===== config.mk =====
export PLATFORM = sky130hd
export DESIGN_NAME = ldst_sequencer
export DESIGN_NICKNAME = d
export VERILOG_FILES = /design/src/rtl/ldst_sequencer.sv
export SDC_FILE = /design/constraint.sdc
export NUM_CORES = 1
export LEC_CHECK = 0
export ABC_AREA = 1
export CORE_MARGIN = 2
export CORE_UTILIZATION = 46
export CTS_CLUSTER_SIZE = 14
export DETAILED_ROUTE_END_ITERATION = 8
export PLACE_DENSITY = 0.88
export SLEW_MARGIN = 25
export SYNTH_ARGS = -nofsm -noshare
export SYNTH_HDL_FRONTEND = slang
export SYNTH_SLANG_ARGS = --single-unit
export TNS_END_PERCENT = 20

===== constraint.sdc =====
create_clock -name clk -period 4.1 [get_ports clk]
set_input_delay 0.615 -clock clk [delete_from_list [all_inputs] [get_ports clk]]
set_output_delay 0.615 -clock clk [all_outputs]
set_load 0.005 [all_outputs]

===== src/rtl/ldst_sequencer.sv =====
// Single-outstanding load/store sequencer: aligns, lane-maps and issues one bus
// access at a time, then reports completion, misalignment or bus timeout.
module ldst_sequencer #(
  parameter int unsigned TIMEOUT_CYCLES = 255
) (
  input  logic        clk,
  input  logic        rst,
  input  logic        in_start,
  input  logic [2:0]  in_ldst_type,
  input  logic [31:0] in_addr,
  input  logic [31:0] in_store_data,
  output logic        out_busy,
  output logic        out_done,
  output logic        out_fault,
  output logic [31:0] out_load_data,
  output logic        out_mem_req,
  output logic [31:0] out_mem_addr,
  output logic        out_mem_we,
  output logic [3:0]  out_mem_byte_en,
  output logic [31:0] out_mem_wdata,
  input  logic        in_mem_ack,
  input  logic [31:0] in_mem_rdata
);

  localparam logic [2:0] LD32  = 3'd0;
  localparam logic [2:0] LDU16 = 3'd1;
  localparam logic [2:0] LDS16 = 3'd2;
  localparam logic [2:0] LDU8  = 3'd3;
  localparam logic [2:0] LDS8  = 3'd4;
  localparam logic [2:0] ST32  = 3'd5;
  localparam logic [2:0] ST16  = 3'd6;
  localparam logic [2:0] ST8   = 3'd7;

  localparam int CW = (TIMEOUT_CYCLES < 2) ? 1 : $clog2(TIMEOUT_CYCLES + 1);

  typedef enum logic [1:0] {
    S_IDLE  = 2'd0,
    S_REQ   = 2'd1,
    S_DONE  = 2'd2,
    S_FAULT = 2'd3
  } state_t;

  state_t        r_state;
  logic [2:0]    r_type;
  logic [1:0]    r_addr_lo;
  logic [CW-1:0] r_cnt;

  logic          w_is32;
  logic          w_is16;
  logic          w_is_store;
  logic          w_aligned;
  logic [3:0]    w_byte_en;
  logic [31:0]   w_wdata;
  logic [31:0]   w_shifted;
  logic [31:0]   w_load;
  logic          w_limit;

  // Decode of the request presented on the start interface.
  always_comb begin
    w_is32     = (in_ldst_type == LD32) || (in_ldst_type == ST32);
    w_is16     = (in_ldst_type == LDU16) || (in_ldst_type == LDS16) || (in_ldst_type == ST16);
    w_is_store = (in_ldst_type == ST32) || (in_ldst_type == ST16) || (in_ldst_type == ST8);
    w_aligned  = w_is32 ? (in_addr[1:0] == 2'b00) :
                 w_is16 ? (in_addr[0] == 1'b0) : 1'b1;
    if (w_is32)      w_byte_en = 4'b1111;
    else if (w_is16) w_byte_en = in_addr[1] ? 4'b1100 : 4'b0011;
    else             w_byte_en = 4'b0001 << in_addr[1:0];
    case (in_ldst_type)
      ST32:    w_wdata = in_store_data;
      ST16:    w_wdata = {2{in_store_data[15:0]}};
      ST8:     w_wdata = {4{in_store_data[7:0]}};
      default: w_wdata = 32'd0;
    endcase
  end

  // Accesses are naturally aligned, so one byte-granular shift brings the
  // addressed lane(s) down to bit 0 for every load width.
  always_comb begin
    w_shifted = in_mem_rdata >> {r_addr_lo, 3'b000};
    case (r_type)
      LD32:    w_load = in_mem_rdata;
      LDU16:   w_load = {16'd0, w_shifted[15:0]};
      LDS16:   w_load = {{16{w_shifted[15]}}, w_shifted[15:0]};
      LDU8:    w_load = {24'd0, w_shifted[7:0]};
      LDS8:    w_load = {{24{w_shifted[7]}}, w_shifted[7:0]};
      default: w_load = 32'd0;
    endcase
  end

  assign w_limit = (TIMEOUT_CYCLES != 0) && ((32'(r_cnt) + 32'd1) == 32'(TIMEOUT_CYCLES));

  always_ff @(posedge clk or posedge rst) begin
    if (rst) begin
      r_state         <= S_IDLE;
      r_type          <= LD32;
      r_addr_lo       <= 2'b00;
      r_cnt           <= '0;
      out_busy        <= 1'b0;
      out_done        <= 1'b0;
      out_fault       <= 1'b0;
      out_load_data   <= 32'd0;
      out_mem_req     <= 1'b0;
      out_mem_addr    <= 32'd0;
      out_mem_we      <= 1'b0;
      out_mem_byte_en <= 4'b0000;
      out_mem_wdata   <= 32'd0;
    end else begin
      case (r_state)
        S_IDLE: begin
          out_done  <= 1'b0;
          out_fault <= 1'b0;
          if (in_start) begin
            out_busy      <= 1'b1;
            out_load_data <= 32'd0;
            if (w_aligned) begin
              r_state         <= S_REQ;
              r_type          <= in_ldst_type;
              r_addr_lo       <= in_addr[1:0];
              r_cnt           <= '0;
              out_mem_req     <= 1'b1;
              out_mem_addr    <= {in_addr[31:2], 2'b00};
              out_mem_we      <= w_is_store;
              out_mem_byte_en <= w_byte_en;
              out_mem_wdata   <= w_wdata;
            end else begin
              // Misaligned: report immediately, the bus is never touched.
              r_state   <= S_FAULT;
              out_done  <= 1'b1;
              out_fault <= 1'b1;
            end
          end
        end
        S_REQ: begin
          // Ack takes priority over a timeout landing in the same cycle.
          if (in_mem_ack) begin
            r_state       <= S_DONE;
            out_mem_req   <= 1'b0;
            out_done      <= 1'b1;
            out_fault     <= 1'b0;
            out_load_data <= w_load;
          end else if (w_limit) begin
            r_state       <= S_FAULT;
            out_mem_req   <= 1'b0;
            out_done      <= 1'b1;
            out_fault     <= 1'b1;
            out_load_data <= 32'd0;
          end else if (TIMEOUT_CYCLES != 0) begin
            r_cnt <= r_cnt + 1'b1;
          end
        end
        S_DONE, S_FAULT: begin
          r_state       <= S_IDLE;
          out_busy      <= 1'b0;
          out_done      <= 1'b0;
          out_fault     <= 1'b0;
          out_load_data <= 32'd0;
        end
        default: r_state <= S_IDLE;
      endcase
    end
  end

endmodule

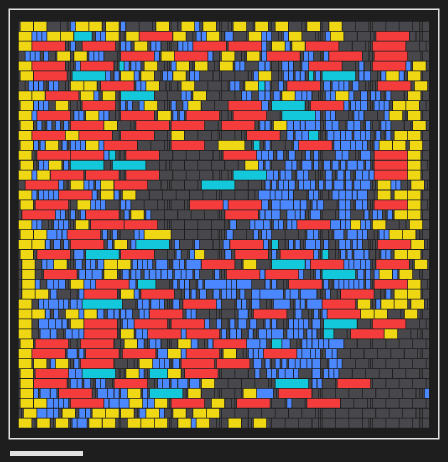
placement_by_type.png
Scale bar: 20 um. Fill, decap, tap and diode cells in grey.
[cyan] clock drivers and dummy loads | cells: 31 | share of their area: 6.6%
[red] flops | cells: 118 | share of their area: 35%
[yellow] other buffers and delay cells | cells: 209 | share of their area: 25%
[blue] combinational and other logic | cells: 618 | share of their area: 33%

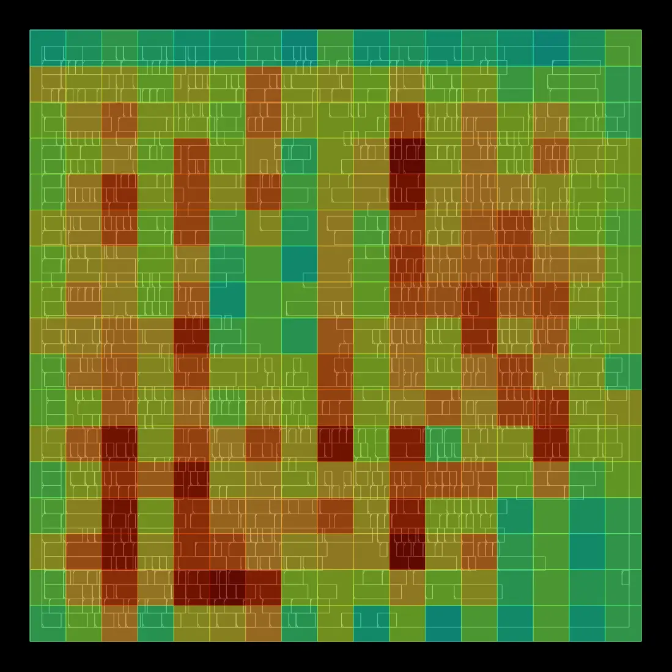
congestion.png
global-route track usage on met2: 42.8%
WL/cell: 15.5 um
GR Util All Layers: 26.1%

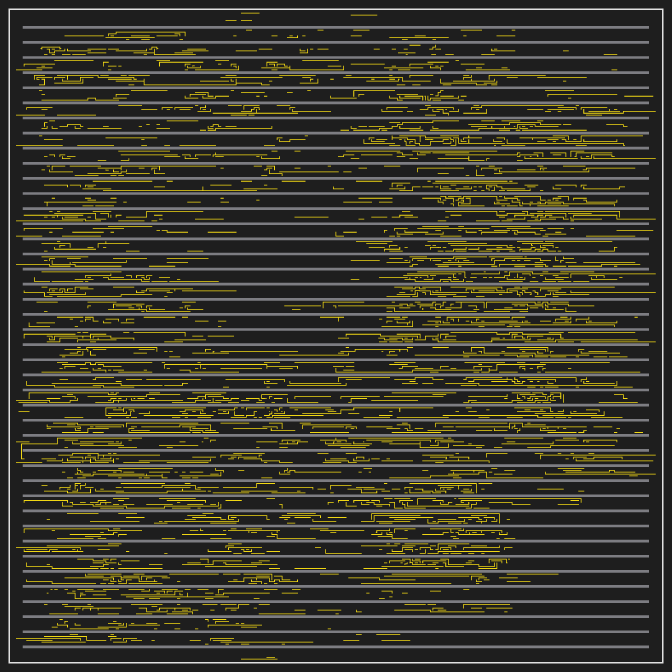
layer_met1.png
Supply wires on this layer in grey.
main direction: horizontal
nets with wire on the layer: 928
wire length on this layer: 6970 um
share of all routed wire: 39%

==> out/results.md <==
| Metric | This run |
|:---|:---|
| Status | finished, final reports clean |
| Clock latency reported for the late side of the worst-skew pair | 0.41 ns |
| Worst endpoint data arrival time | 2.92 ns |
| Fill cell count | 1000 |
| Max Cap Violations | 0 |
| Maximum fanout count along the critical path | 25 |
| Switching Fraction | 35.5% |
| Path type of the worst setup path | flop to flop |
| Setup slack after layout | 1.51 ns |
| Sequential element share of the synthesized area | 50.0% |
| Largest net degree at the start of global routing | 64 |
| Overall routed net length | 17800 um |
| Antenna Nets Post-Route | 0 |
| Top achievable clock speed | 0.387 GHz |
| I/O pins | 208 |
| Clock tree root buffer cell | clkbuf_16 |
| Clock power frac | 24.9% |
| XOR/XNOR Area Share | 0.148% |
| Drt first pass iters | 8 |
| Proportion of power drawn by flip-flops and latches | 34.5% |
| Top routing layer in use | met4 |
| Global-route wire length before repair | 28700 um |
| Core region area | 12600 sq um |
| Final setup viols | 0 |
| Clock edge transition at the registers on the reported setup and hold paths | 0.05 ns |
| Setup repair after global routing missed its margin | false |
| Number of antenna violations at the first check in global routing | 0 |
| Instance tally after logic synthesis | 771 |
area by class of cell:
| class | instances | area [sq um] | area share [%] |
|---|---|---|---|
| clock buffer | 22 | 474 | 5.52 |
| clock inverter | 9 | 77.6 | 0.904 |
| inverter | 55 | 209 | 2.43 |
| multi-input combinational | 563 | 2550 | 29.7 |
| sequential | 118 | 2950 | 34.4 |
| tap | 172 | 215 | 2.51 |
| timing repair buffer | 209 | 2110 | 24.5 |
sequential cells by signal (all words and copies together) (netlist names):
signal	flops
out_load_data	32
out_done	1
r_cnt	8
r_type	3
out_busy	1
r_state	2
out_mem_byte_en	4
out_mem_we	1
out_mem_req	1
out_mem_addr	30
out_mem_wdata	32
r_addr_lo	2
out_fault	1
path summary, 6_finish.rpt:
| kind | slack [ns] | depth (start not counted) | start | end |
|---|---|---|---|---|
| setup / recovery | 1.51 | 7 | r_addr_lo[0]$_DFFE_PP0P_ | out_load_data[29]$_DFFE_PP0P_ |
| hold / removal | 0.47 | 2 | out_load_data[15]$_DFFE_PP0P_ | out_load_data[15]$_DFFE_PP0P_ |
| setup reg to reg | 1.51 | 7 | r_addr_lo[0]$_DFFE_PP0P_ | out_load_data[29]$_DFFE_PP0P_ |
| hold reg to reg | 0.47 | 2 | out_load_data[15]$_DFFE_PP0P_ | out_load_data[15]$_DFFE_PP0P_ |
| max in group asynchronous | 2.64 | 3 | rst | out_load_data[16]$_DFFE_PP0P_ |
| min in group asynchronous | 0.66 | 2 | rst | out_mem_addr[23]$_DFFE_PP0P_ |
kinds of logic (layout without fill, tap and decap cells):
group / after synthesis / after routing
AND/OR/NAND/NOR: 408 / 408
AND-OR/OR-AND: 150 / 150
flip-flops: 118 / 118
buffers and inverters: 91 / 295
adder cells (fa/ha/maj): 2 / 2
other: 1 / 2
XOR/XNOR: 1 / 1
per-layer routing:
layer  global-route usage, %  vias up
li1                        -     2848
met1                    31.2     2874
met2                    42.8      310
met3                    9.63       49
met4                    10.6        0
met5                       0        -
Yosys cell counts (all sizes together):
cell / n / area (sq um)
nand2: 329 / 1250
dfrtp: 118 / 2950
o21ai: 66 / 334
inv: 55 / 206
a21oi: 51 / 267
nor2: 45 / 189
buf: 24 / 169
nand3: 19 / 118
a21o: 16 / 120
nand4: 13 / 87.6
clkbuf: 12 / 45.0
o211ai: 8 / 60.1
o31ai: 6 / 45.0
ha: 2 / 25.0
nor3: 2 / 10.0
o22ai: 2 / 12.5
a22oi: 1 / 7.51
conb: 1 / 3.75
xor2: 1 / 8.76
power by group through the flow:
stage / Sequential (mW) / Combinational [mW] / Clock, mW
after floorplan: 1.86 / 1.13 / 0
after global placement: 1.91 / 2.20 / 0
after detailed placement: 1.92 / 2.25 / 0
after CTS: 1.92 / 2.27 / 1.40
after global routing: 1.97 / 2.50 / 1.45
final: 1.92 / 2.26 / 1.39
critical path, cell delays in order (launching register included):
cell	delay, ns
dfrtp_1	0.61
inv_2	0.42
nand2_1	0.35
o22ai_1	0.31
nand4_1	0.16
nand2_1	0.35
o21ai_0	0.16
nand2_1	0.13
Power and IR drop assume default switching activity.
